$ cat src/rtl/monitor_pkg.sv
`default_nettype none
// ============================================================================
//  Module  : monitor_pkg
//  Purpose : Shared types and constants for the trap monitor. This covers the
//            monitor state encoding, the default fatal and halting exception
//            masks, and the exception bit indices.
//  Revision: 1.0 - initial release
// ============================================================================
package monitor_pkg;

    typedef enum logic [2:0] {
        MS_RST    = 3'd0,
        MS_NORMAL = 3'd1,
        MS_HALT   = 3'd2,
        MS_STEP   = 3'd3,
        MS_ERROR  = 3'd4
    } monitor_state_e;

    // Exception bit positions in the CPU exception vector
    localparam int EXC_ECALL  = 3;
    localparam int EXC_EBREAK = 4;

    // Default classification of the 8-bit exception vector
    localparam logic [7:0] c_ERR_MASK_DFLT  = 8'b0000_0111;
    localparam logic [7:0] c_HALT_MASK_DFLT = 8'b0001_1000;

endpackage : monitor_pkg
`default_nettype wire

$ cat src/rtl/trap_monitor_lowbit_enc.sv
`default_nettype none
// ============================================================================
//  Module  : lowbit_enc
//  Purpose : Finds the index of the lowest set bit of a vector and raises a
//            flag when any bit is set. The index is 0 when no bit is set.
//  Revision: 1.0 - initial release
// ============================================================================
module lowbit_enc #(
    parameter int W = 8
) (
    input  logic [W-1:0]                       vec_i,
    output logic [((W > 1) ? $clog2(W) : 1)-1:0] idx_o,
    output logic                               any_o
);

    localparam int c_IDX_W = (W > 1) ? $clog2(W) : 1;

    // Scan from the top down so the lowest set bit is the last one assigned
    always_comb begin
        idx_o = '0;
        for (int i = W - 1; i >= 0; i--) begin
            if (vec_i[i]) begin
                idx_o = c_IDX_W'(i);
            end
        end
    end

    assign any_o = |vec_i;

endmodule : lowbit_enc
`default_nettype wire

$ cat src/rtl/trap_monitor.sv
`default_nettype none
// ============================================================================
//  Module  : trap_monitor
//  Purpose : Run/halt monitor that sits between the CPU and the PC. It watches
//            the exception vector and gates PC write-enable through a Moore
//            FSM (RST/NORMAL/HALT/STEP/ERROR). It also latches the trap cause
//            and EPC, and counts trap entries with a saturating counter.
//  Config  : TRAP_STATS_EN - adds saturating per-cause counters, readable
//            through stat_sel_i/stat_cnt_o.
//  Revision: 1.0 - initial release
// ============================================================================
module trap_monitor
    import monitor_pkg::*;
#(
    parameter int                 EXC_WIDTH = 8,
    parameter int                 PC_WIDTH  = 64,
    parameter logic [EXC_WIDTH-1:0] ERR_MASK  = EXC_WIDTH'(c_ERR_MASK_DFLT),
    parameter logic [EXC_WIDTH-1:0] HALT_MASK = EXC_WIDTH'(c_HALT_MASK_DFLT),
    parameter int                 CNT_WIDTH = 32
) (
    input  logic                         clk_i,
    input  logic                         rst_i,
    input  logic [EXC_WIDTH-1:0]         exc_i,
    input  logic [PC_WIDTH-1:0]          commit_pc_i,
    input  logic                         resume_i,
    input  logic                         step_i,
    output logic                         pc_we_o,
    output logic [2:0]                   state_o,
    output logic                         cause_valid_o,
    output logic [$clog2(EXC_WIDTH)-1:0] cause_o,
    output logic [PC_WIDTH-1:0]          epc_o,
    output logic [CNT_WIDTH-1:0]         trap_cnt_o
`ifdef TRAP_STATS_EN
    ,
    input  logic [$clog2(EXC_WIDTH)-1:0] stat_sel_i,
    output logic [CNT_WIDTH-1:0]         stat_cnt_o
`endif
);

    localparam int c_CAUSE_W = $clog2(EXC_WIDTH);

    monitor_state_e         r_state;
    monitor_state_e         w_state_nxt;
    logic [EXC_WIDTH-1:0]   w_err;
    logic [EXC_WIDTH-1:0]   w_hlt;
    logic [c_CAUSE_W-1:0]   w_err_idx;
    logic [c_CAUSE_W-1:0]   w_hlt_idx;
    logic                   w_err_any;
    logic                   w_hlt_any;
    logic                   w_trap_entry;
    logic [c_CAUSE_W-1:0]   w_trap_cause;

    // A bit present in both masks is reported as an error, because the error
    // branch is evaluated first.
    assign w_err = exc_i & ERR_MASK;
    assign w_hlt = exc_i & HALT_MASK;

    lowbit_enc #(.W(EXC_WIDTH)) u_err_enc (
        .vec_i (w_err),
        .idx_o (w_err_idx),
        .any_o (w_err_any)
    );

    lowbit_enc #(.W(EXC_WIDTH)) u_hlt_enc (
        .vec_i (w_hlt),
        .idx_o (w_hlt_idx),
        .any_o (w_hlt_any)
    );

    // State register; reset drops straight back to RST from any state
    always_ff @(posedge clk_i or negedge rst_i) begin
        if (!rst_i) begin
            r_state <= MS_RST;
        end else begin
            r_state <= w_state_nxt;
        end
    end

    // Next-state, trap-entry detection and Moore PC write-enable
    always_comb begin
        w_state_nxt  = r_state;
        w_trap_entry = 1'b0;
        w_trap_cause = '0;
        pc_we_o      = 1'b0;
        case (r_state)
            MS_RST: begin
                w_state_nxt = MS_NORMAL;
            end
            MS_NORMAL, MS_STEP: begin
                pc_we_o = 1'b1;
                if (w_err_any) begin
                    w_state_nxt  = MS_ERROR;
                    w_trap_entry = 1'b1;
                    w_trap_cause = w_err_idx;
                end else if (w_hlt_any) begin
                    w_state_nxt  = MS_HALT;
                    w_trap_entry = 1'b1;
                    w_trap_cause = w_hlt_idx;
                end else if (r_state == MS_STEP) begin
                    w_state_nxt = MS_HALT;
                end
            end
            MS_HALT: begin
                if (w_err_any) begin
                    w_state_nxt  = MS_ERROR;
                    w_trap_entry = 1'b1;
                    w_trap_cause = w_err_idx;
                end else if (resume_i) begin
                    w_state_nxt = MS_NORMAL;
                end else if (step_i) begin
                    w_state_nxt = MS_STEP;
                end
            end
            MS_ERROR: begin
                w_state_nxt = MS_ERROR;
            end
            default: begin
                w_state_nxt = MS_RST;
            end
        endcase
    end

    assign state_o = r_state;

    // Latch cause/EPC on every trap entry and bump the saturating trap count
    always_ff @(posedge clk_i or negedge rst_i) begin
        if (!rst_i) begin
            cause_valid_o <= 1'b0;
            cause_o       <= '0;
            epc_o         <= '0;
            trap_cnt_o    <= '0;
        end else if (w_trap_entry) begin
            cause_valid_o <= 1'b1;
            cause_o       <= w_trap_cause;
            epc_o         <= commit_pc_i;
            if (trap_cnt_o != {CNT_WIDTH{1'b1}}) begin
                trap_cnt_o <= trap_cnt_o + 1'b1;
            end
        end
    end

`ifdef TRAP_STATS_EN
    logic [CNT_WIDTH-1:0] r_stat_cnt [EXC_WIDTH];

    generate
        for (genvar g = 0; g < EXC_WIDTH; g++) begin : g_stat_cnt
            // Saturating count of trap entries whose cause is this bit
            always_ff @(posedge clk_i or negedge rst_i) begin
                if (!rst_i) begin
                    r_stat_cnt[g] <= '0;
                end else if (w_trap_entry && (w_trap_cause == c_CAUSE_W'(g)) &&
                             (r_stat_cnt[g] != {CNT_WIDTH{1'b1}})) begin
                    r_stat_cnt[g] <= r_stat_cnt[g] + 1'b1;
                end
            end
        end
    endgenerate

    // Out-of-range selects read as zero
    always_comb begin
        stat_cnt_o = '0;
        if (32'(stat_sel_i) < 32'(EXC_WIDTH)) begin
            stat_cnt_o = r_stat_cnt[stat_sel_i];
        end
    end
`endif

endmodule : trap_monitor
`default_nettype wire

$ cat config.mk
export PLATFORM = sky130hd
export DESIGN_NAME = trap_monitor
export DESIGN_NICKNAME = d
export VERILOG_FILES = /design/src/rtl/monitor_pkg.sv /design/src/rtl/trap_monitor_lowbit_enc.sv /design/src/rtl/trap_monitor.sv
export SDC_FILE = /design/constraint.sdc
export NUM_CORES = 1
export LEC_CHECK = 0
export CAP_MARGIN = 20
export CORE_ASPECT_RATIO = 0.6
export CORE_MARGIN = 1
export CORE_UTILIZATION = 32
export CTS_CLUSTER_DIAMETER = 30
export DETAILED_ROUTE_END_ITERATION = 10
export GPL_ROUTABILITY_DRIVEN = 0
export PLACE_DENSITY = 0.61
export REMOVE_ABC_BUFFERS = 1
export SLEW_MARGIN = 10
export SYNTH_ARGS = -nofsm -noshare
export SYNTH_HDL_FRONTEND = slang
export SYNTH_HIERARCHICAL = 1
export SYNTH_SLANG_ARGS = --single-unit
$ cat constraint.sdc
create_clock -name clk_i -period 2 [get_ports clk_i]
set_clock_uncertainty 0.2 [all_clocks]
set_input_delay 0.3 -clock clk_i [delete_from_list [all_inputs] [get_ports clk_i]]
set_output_delay 0.3 -clock clk_i [all_outputs]
set_load 0.01 [all_outputs]
==> Table 3: Implementation characteristics, run 1 <==
Characteristics after synthesis and place and route

Parameter                              Value

Route
  Remaining routing DRC violations .................. 0
  Max Used Layer .................. met4
  Aggregate routed wire length .................. 12700 µm
  Tally of nets with antenna violations remaining after routing .................. 0
  Length of routed met2 wiring .................. 5780 µm
  Via count .................. 3714
  Ratio of routed vias to standard cells .................. 4.60
  Detailed-routing wirelength on met1 .................. 5790 µm
  DRC violation total after the first TritonRoute iteration .................. 136

Run
  Tool warnings .................. 30
  Number of maximum-capacitance violations .................. 0

Critical path
  Setup crit start kind .................. register
  Worst r2r dst .................. trap_cnt_o[26]
  Crit. path cell count .................. 2
  Worst setup path endpoint .................. trap_cnt_o[0]
  Standard cell with the maximum stage delay on the critical path .................. clkdlybuf4s50_1
  Reg2reg path depth .................. 5
  CP Cell Sequence .................. buf_4 -> clkdlybuf4s50_1
  Startpoint of the worst setup timing path .................. trap_cnt_o[0]
  Largest delay share family, worst path .................. buffers and inverters
  Flop-to-flop setup slack .................. 0.06 ns
  Max FO, Critical Path .................. 5
  Buf+Inv Stages, Crit Path .................. 2

Synth
  Count leader, synth .................. dfrtp_1
  Most frequent cells after synthesis .................. 103 x dfrtp_1, 65 x mux2_2, 23 x xnor2_1, 19 x nand4_1, 18 x nor2_1
  Largest family of logic cells by area .................. multiplexers
  Synthesized instance count .................. 349
  Number of enable flip-flop cells .................. 0
  Async set-reset flop share out of synthesis .................. 100%
  And+or+nand+nor area frac .................. 13.4%
  Count of cell types in the netlist .................. 44
  Cells taking the most area after synthesis .................. dfrtp_1 57%, mux2_2 16%, xnor2_1 4.5%
  Netlist area before placement .................. 0.00449 mm²
  Yosys Instances .................. 349
  Synthesized area divided by synthesized cell count .................. 12.9 µm²
  Post-synthesis compound-gate area fraction .................. 4.99%
  Yosys stat area .................. 0.00449 mm²
  Leading register cell type out of synthesis .................. dfrtp_1

Clock network
  Worst-path clk slew .................. 0.08 ns
  Latest clock arrival within the worst-skew pair .................. 0.35 ns
  H-tree levels .................. 3
  Number of buffers inserted by hold repair at cts .................. 1
  Clk buf depth .................. 2

Layout
  Multi-input gate count .................. 261
  Count of inverters not on the clock network in the layout .................. 3
  Top library cells by usage in the layout, fill and taps aside .................. 165 x clkdlybuf4s50_1, 102 x dfrtp_1, 64 x mux2_2
  Share of cell area taken by multi-input logic gates .................. 28.3%
  Largest registers ranked by flip-flop count .................. epc_o (64), trap_cnt_o (32)
  Share of cell area taken by flip-flops and latches .................. 34.2%
  Count of plain and timing-repair buffers in the layout .................. 234
  Logic area .................. 0.00213 mm²
  Top logic cell by instance count in the layout .................. clkdlybuf4s50_1
  Non-Filler Instances .................. 808
  Number of flip-flops in the largest register .................. 64

STA
  F_max .................. 509 MHz
  Crit path setup slack, layout .................. 0.0355 ns
  Worst hold margin .................. 0.278 ns
  Final total negative setup slack .................. 0 ns
  Post-layout period usage of the worst path .................. 98.2%
  Worst slew pin tran .................. 0.542 ns

Run status
  Result of the run .................. completed

Placement
  Number of port buffers .................. 176
  Number of placed cells counting well taps .................. 779
  HPWL after DPL .................. 8820 µm

Die
  I/O pins .................. 180
  Die height .................. 93.7 µm
  Fp_density .................. 32.8%
  Tapcell Cnt .................. 192

Power
  Combinational share of power .................. 5.7%
  Clock group total power .................. 1690 µW
  Power drawn by the combinational cells .................. 226 µW
  Power in sequential cells .................. 2080 µW
  Sequential group share of total power .................. 52.1%
  Design internal power .................. 3080 µW

Global routing
  Met1 Track Usage GR .................. 22.8%

Worst hold path
  Worst Hold Path Cells .................. 1
  HP Start .................. cause_valid_o
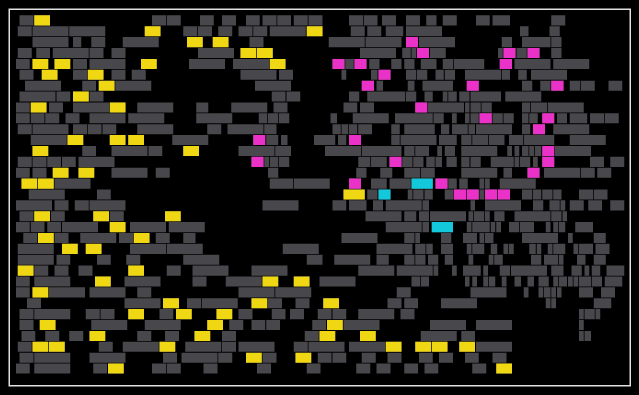
run_1/gates.png
(4 px per µm)
| family | colour | cells |
|---|---|---|
| xor and xnor cells | magenta | 28 |
| mux cells | yellow | 65 |
| non-inverting ao/oa cells | cyan | 3 |

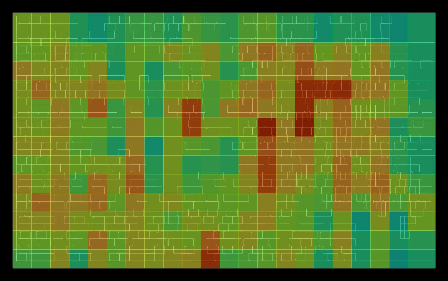
run_1/congestion_map.png
most used routing layer in global routing: met2
met3 Resource Use GR: 7.15%
routed length per instance: 15.8 µm
share of the core filled with cells in the final layout: 55.2%
gr usage total: 17.3%

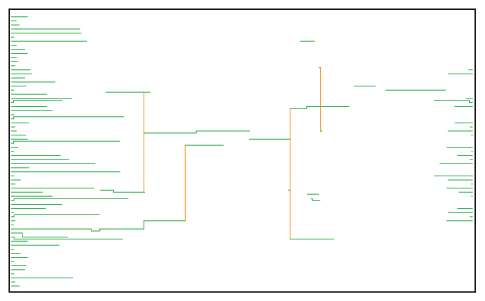
run_1/layers.png
(3 px per µm) Two of the layers only.
| layer | colour | wire length |
|---|---|---|
| M3 | green | 1040 µm |
| M4 | orange | 123 µm |

run_1/closeup.png
Window x 62 to 92, y 51 to 81 µm. Cells in grey, sequential cells in the stronger grey; small squares are vias.
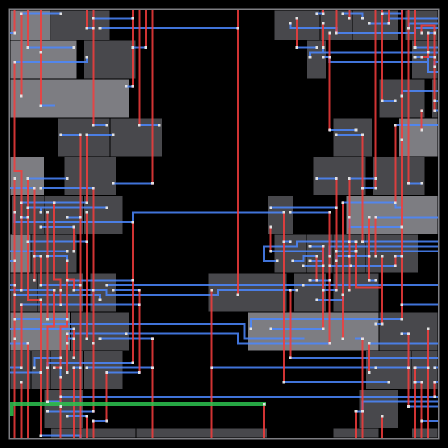

==> run 2: changes to the inputs <==
Settings changed: ABC_AREA set to 1, PLACE_DENSITY 0.61 to 0.58.
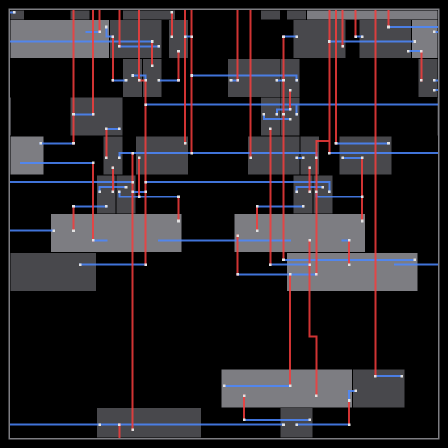
run_2/closeup.png
Window x 68 to 98, y 55 to 85 µm. Cells in grey, sequential cells in the stronger grey; small squares are vias.
| layer | colour |
|---|---|
| M1 | blue |
| M2 | red |
cells with their middle in the window: 30
sequential cells in the window: 5
most frequent: nand2_1 (13), clkdlybuf4s50_1 (9), dfrtp_1 (5)
netlist names of flops here include: `epc_o` (4), `cause_valid_o` (1)

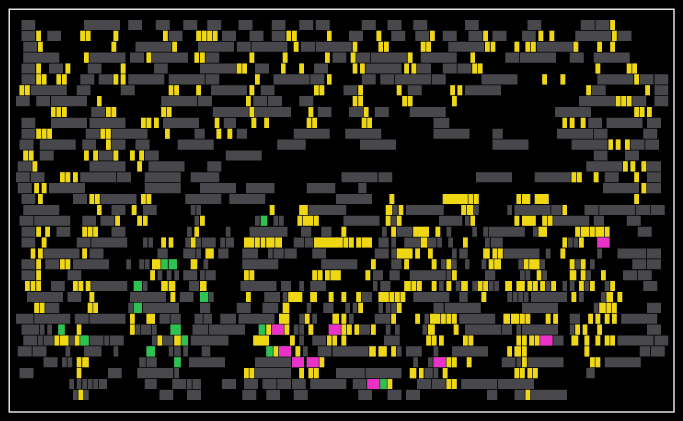
run_2/gates.png
(4 px per µm)
| family | colour | cells | where |
|---|---|---|---|
| aoi and oai cells | green | 15 | lower left |
| nand cells | yellow | 415 | widely spread |
| xor and xnor cells | magenta | 9 | bottom centre |

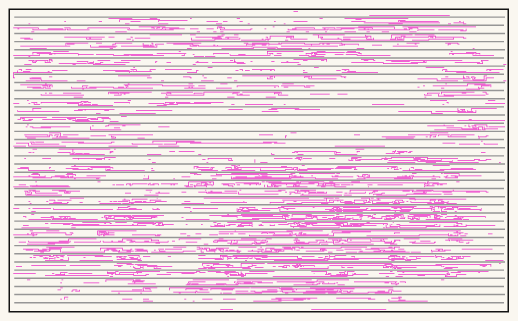
run_2/m1.png
(3 px per µm) Supply wires on this layer in grey.
nets with wire on the layer: 878
main direction: horizontal
longest straight run: 45.1 µm

==> run 2 against run 1 <==
Effect of this change:
- routed wire length grew 22%
- the run now ends with design-rule violations left
- maximum frequency grew 0.53%
- area after synthesis grew 15%
- critical path type unchanged
- non-clock buffer count shrank 14
- final area grew 5.1%
- largest power group is now combinational cells
- global-route usage grew 1.9 points
- count of clock-buffer cells in the layout is the same
- via count grew 34%
- sequential cell count is the same
==> Table 3: Implementation characteristics, run 2 <==
Characteristics after synthesis and place and route

Parameter                              Value

Run status
  Result of the run .................. complete, but fails checks
  Violations in the final reports .................. design-rule violations

Critical path
  Startpoint of the worst setup timing path .................. trap_cnt_o[10]
  Max FO, Critical Path .................. 5 (unchanged)
  Crit. path cell count .................. 1 (-1)
  Worst r2r dst .................. trap_cnt_o[4]
  Largest delay share family, worst path .................. buffers and inverters
  CP Cell Sequence .................. clkdlybuf4s50_1
  Setup crit start kind .................. register

Route
  DRC violation total after the first TritonRoute iteration .................. 349 (+160%)
  Remaining routing DRC violations .................. 8 (+8)
  Via count .................. 4966 (+34%)
  Routed length per instance .................. 13.6 µm (-14%)
  Tally of nets with antenna violations remaining after routing .................. 0 (unchanged)
  Aggregate routed wire length .................. 15500 µm (+22%)

Die
  Fp_density .................. 33.2% (+0.32 points)
  I/O pins .................. 180 (unchanged)
  Tapcell Cnt .................. 203 (+5.7%)

Synth
  Count of cell types in the netlist .................. 32 (-27%)
  Most frequent cells after synthesis .................. 362 x nand2_1, 103 x dfrtp_1, 65 x nor2_1, 50 x inv_1, 30 x nand3_1
  Post-synthesis compound-gate area fraction .................. 1.80% (-3.2 points)
  Largest family of logic cells by area .................. simple AND/OR/NAND/NOR gates
  Yosys stat area .................. 0.00515 mm² (+15%)
  Cells taking the most area after synthesis .................. dfrtp_1 50%, nand2_1 26%, nor2_1 4.7%
  Leading register cell type out of synthesis .................. dfrtp_1
  Yosys Instances .................. 700 (+100%)

Layout
  Number of flip-flops in the largest register .................. 64 (unchanged)
  Count of inverters not on the clock network in the layout .................. 52 (+49)
  Top logic cell by instance count in the layout .................. nand2_1
  Top library cells by usage in the layout, fill and taps aside .................. 359 x nand2_1, 171 x clkdlybuf4s50_1, 99 x dfrtp_1
  Share of the core filled with cells in the final layout .................. 51.1% (-4.2 points)
  Count of plain and timing-repair buffers in the layout .................. 220 (-6.0%)
  Share of cell area taken by flip-flops and latches .................. 32.5% (-1.6 points)
  Logic area .................. 0.00241 mm² (+13%)
  Multi-input gate count .................. 543 (+110%)

Clock network
  H-tree levels .................. 3 (unchanged)
  Number of buffers inserted by hold repair at cts .................. 1 (unchanged)
  Clk buf depth .................. 2 (unchanged)
  Latest clock arrival within the worst-skew pair .................. 0.35 ns (about the same)

Power
  Power in sequential cells .................. 3280 µW (+58%)
  Clock group total power .................. 1770 µW (+5%)
  Design internal power .................. 5850 µW (+90%)
  Power drawn by the combinational cells .................. 4130 µW (+1700%)

STA
  Worst hold margin .................. 0.0764 ns (-0.201 ns)

Worst hold path
  HP Start .................. exc_i[0]

Global routing
  Met1 Track Usage GR .................. 27.5% (+4.7 points)
==> run 3: changes to the inputs <==
Settings changed: HOLD_SLACK_MARGIN set to 0.06.
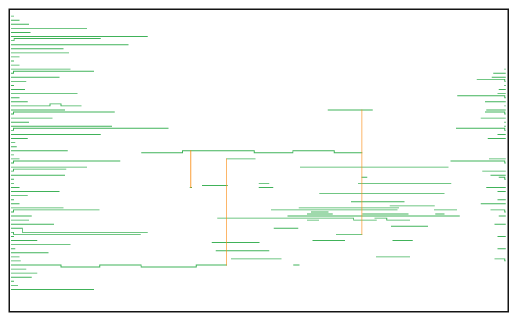
run_3/layers.png
(3 px per µm) Two of the layers only.
| layer | colour | wire length |
|---|---|---|
| M3 | green | 1800 µm |
| M4 | orange | 89.1 µm |

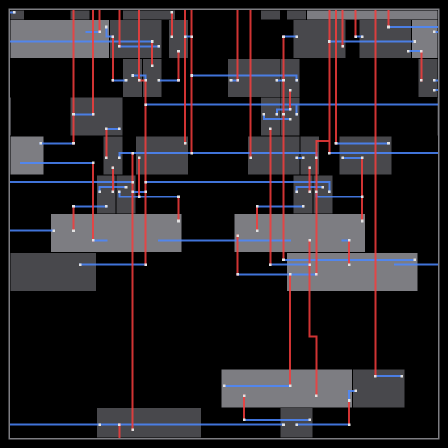
run_3/closeup.png
Window x 68 to 98, y 55 to 85 µm. Cells in grey, sequential cells in the stronger grey; small squares are vias.
| layer | colour |
|---|---|
| M1 | blue |
| M2 | red |
sequential cells in the window: 5
netlist names of flops here include: `epc_o` (4), `cause_valid_o` (1)
most frequent: nand2_1 (13), clkdlybuf4s50_1 (9), dfrtp_1 (5)
cells with their middle in the window: 30

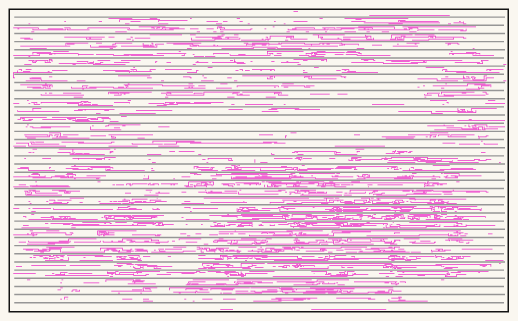
run_3/m1.png
(3 px per µm) Supply wires on this layer in grey.
longest straight run: 45.1 µm
main direction: horizontal
wire length on this layer: 7720 µm

==> run 3 against run 2 <==
Effect of this change:
- the run still ends with design-rule violations left
- maximum frequency stayed put
- sequential share of layout area unchanged
- synthesized cell count is the same
==> Table 3: Implementation characteristics, run 3 <==
Characteristics after synthesis and place and route

Parameter                              Value

Critical path
  Largest delay share family, worst path .................. buffers and inverters
  Critical path required time .................. 1.50 ns
  Worst r2r dst .................. trap_cnt_o[4]
  Signal arrival time at the worst endpoint .................. 1.45 ns
  Startpoint of the worst setup timing path .................. trap_cnt_o[10]
  Setup crit start kind .................. register
  Start of the worst register-to-register path .................. trap_cnt_o[10]
  Worst setup path endpoint .................. trap_cnt_o[10]
  CP Cell Sequence .................. clkdlybuf4s50_1
  Max FO, Critical Path .................. 5 (unchanged)
  Crit. path cell count .................. 1 (unchanged)

Synth
  Post-synthesis compound-gate area fraction .................. 1.80% (unchanged)
  Synthesized area divided by synthesized cell count .................. 7.36 µm²
  Async set-reset flop share out of synthesis .................. 100%
  Yosys stat area .................. 0.00515 mm² (unchanged)
  Cells taking the most area after synthesis .................. dfrtp_1 50%, nand2_1 26%, nor2_1 4.7%
  Synthesis warning total .................. 6
  Count of cell types in the netlist .................. 32 (unchanged)
  Yosys Instances .................. 700 (unchanged)
  Most frequent cells after synthesis .................. 362 x nand2_1, 103 x dfrtp_1, 65 x nor2_1, 50 x inv_1, 30 x nand3_1
  Leading register cell type out of synthesis .................. dfrtp_1
  Largest family of logic cells by area .................. simple AND/OR/NAND/NOR gates
  Mux area share .................. 0%
  Cell type with the highest aggregate area in the netlist .................. dfrtp_1

Run status
  Result of the run .................. complete, but fails checks
  Violations in the final reports .................. design-rule violations

Clock network
  Number of buffers inserted by hold repair at cts .................. 1 (unchanged)
  TritonCTS buffer count .................. 9
  H-tree levels .................. 3 (unchanged)
  Worst-path clk slew .................. 0.08 ns
  TritonCTS clock tree .................. done
  Resized cells post-CTS .................. 5
  Latest clock arrival within the worst-skew pair .................. 0.35 ns (about the same)
  Clk buf depth .................. 2 (unchanged)

Power
  Power drawn by the combinational cells .................. 4130 µW (about the same)
  NetSw .................. 3330 µW
  Clock group total power .................. 1770 µW (about the same)
  Design internal power .................. 5850 µW (unchanged)
  Power in sequential cells .................. 3280 µW (about the same)
  Cell leakage power .................. 0.00373 µW

Worst hold path
  Worst hold path class .................. in -> reg
  HP Start .................. exc_i[0]

Die
  Fp_density .................. 33.2% (unchanged)
  Tapcell Cnt .................. 203 (unchanged)
  I/O pins .................. 180 (unchanged)
  Area of the core region .................. 0.0155 mm²

Route
  Routed length per instance .................. 13.6 µm (unchanged)
  Detailed-routing wirelength on met1 .................. 7720 µm
  Tally of nets with antenna violations remaining after routing .................. 0 (unchanged)
  Aggregate routed wire length .................. 15500 µm (unchanged)
  Remaining routing DRC violations .................. 8 (unchanged)
  DRC violation total after the first TritonRoute iteration .................. 349 (unchanged)
  Via count .................. 4966 (unchanged)
  Met3 wirelength from detailed routing .................. 1800 µm

Layout
  Synth-to-layout area growth .................. 54.0%
  Flip-flops .................. 103
  Top library cells by usage in the layout, fill and taps aside .................. 359 x nand2_1, 171 x clkdlybuf4s50_1, 99 x dfrtp_1
  Logic area .................. 0.00241 mm² (unchanged)
  Largest reg by FF count .................. epc_o
  Share of the core filled with cells in the final layout .................. 51.1% (unchanged)
  Count of inverters not on the clock network in the layout .................. 52 (unchanged)
  Top logic cell by instance count in the layout .................. nand2_1
  Number of flip-flops in the largest register .................. 64 (unchanged)
  Diodes inserted .................. 0
  NonClk Buf Share .................. 27.5%
  Share of cell area taken by flip-flops and latches .................. 32.5% (unchanged)
  Count of plain and timing-repair buffers in the layout .................. 220 (unchanged)
  Multi-input gate count .................. 543 (unchanged)

STA
  F_max .................. 512 MHz
  Worst hold margin .................. 0.0764 ns (unchanged)
  Final total negative setup slack .................. 0 ns
  Final hold violations .................. 0
  Minimum period implied by the final worst setup slack .................. 1.95 ns
  Crit path setup slack, layout .................. 0.0459 ns
  Final setup viols .................. 0

Global routing
  Met1 Track Usage GR .................. 27.5% (unchanged)
  Via count of the first global-routing pass .................. 4729
  GRT overflow .................. 0
  Gr usage total .................. 19.2%

Placement
  Number of placed cells counting well taps .................. 1119
Power figures rest on the tool's default switching activity, not on a simulated workload.
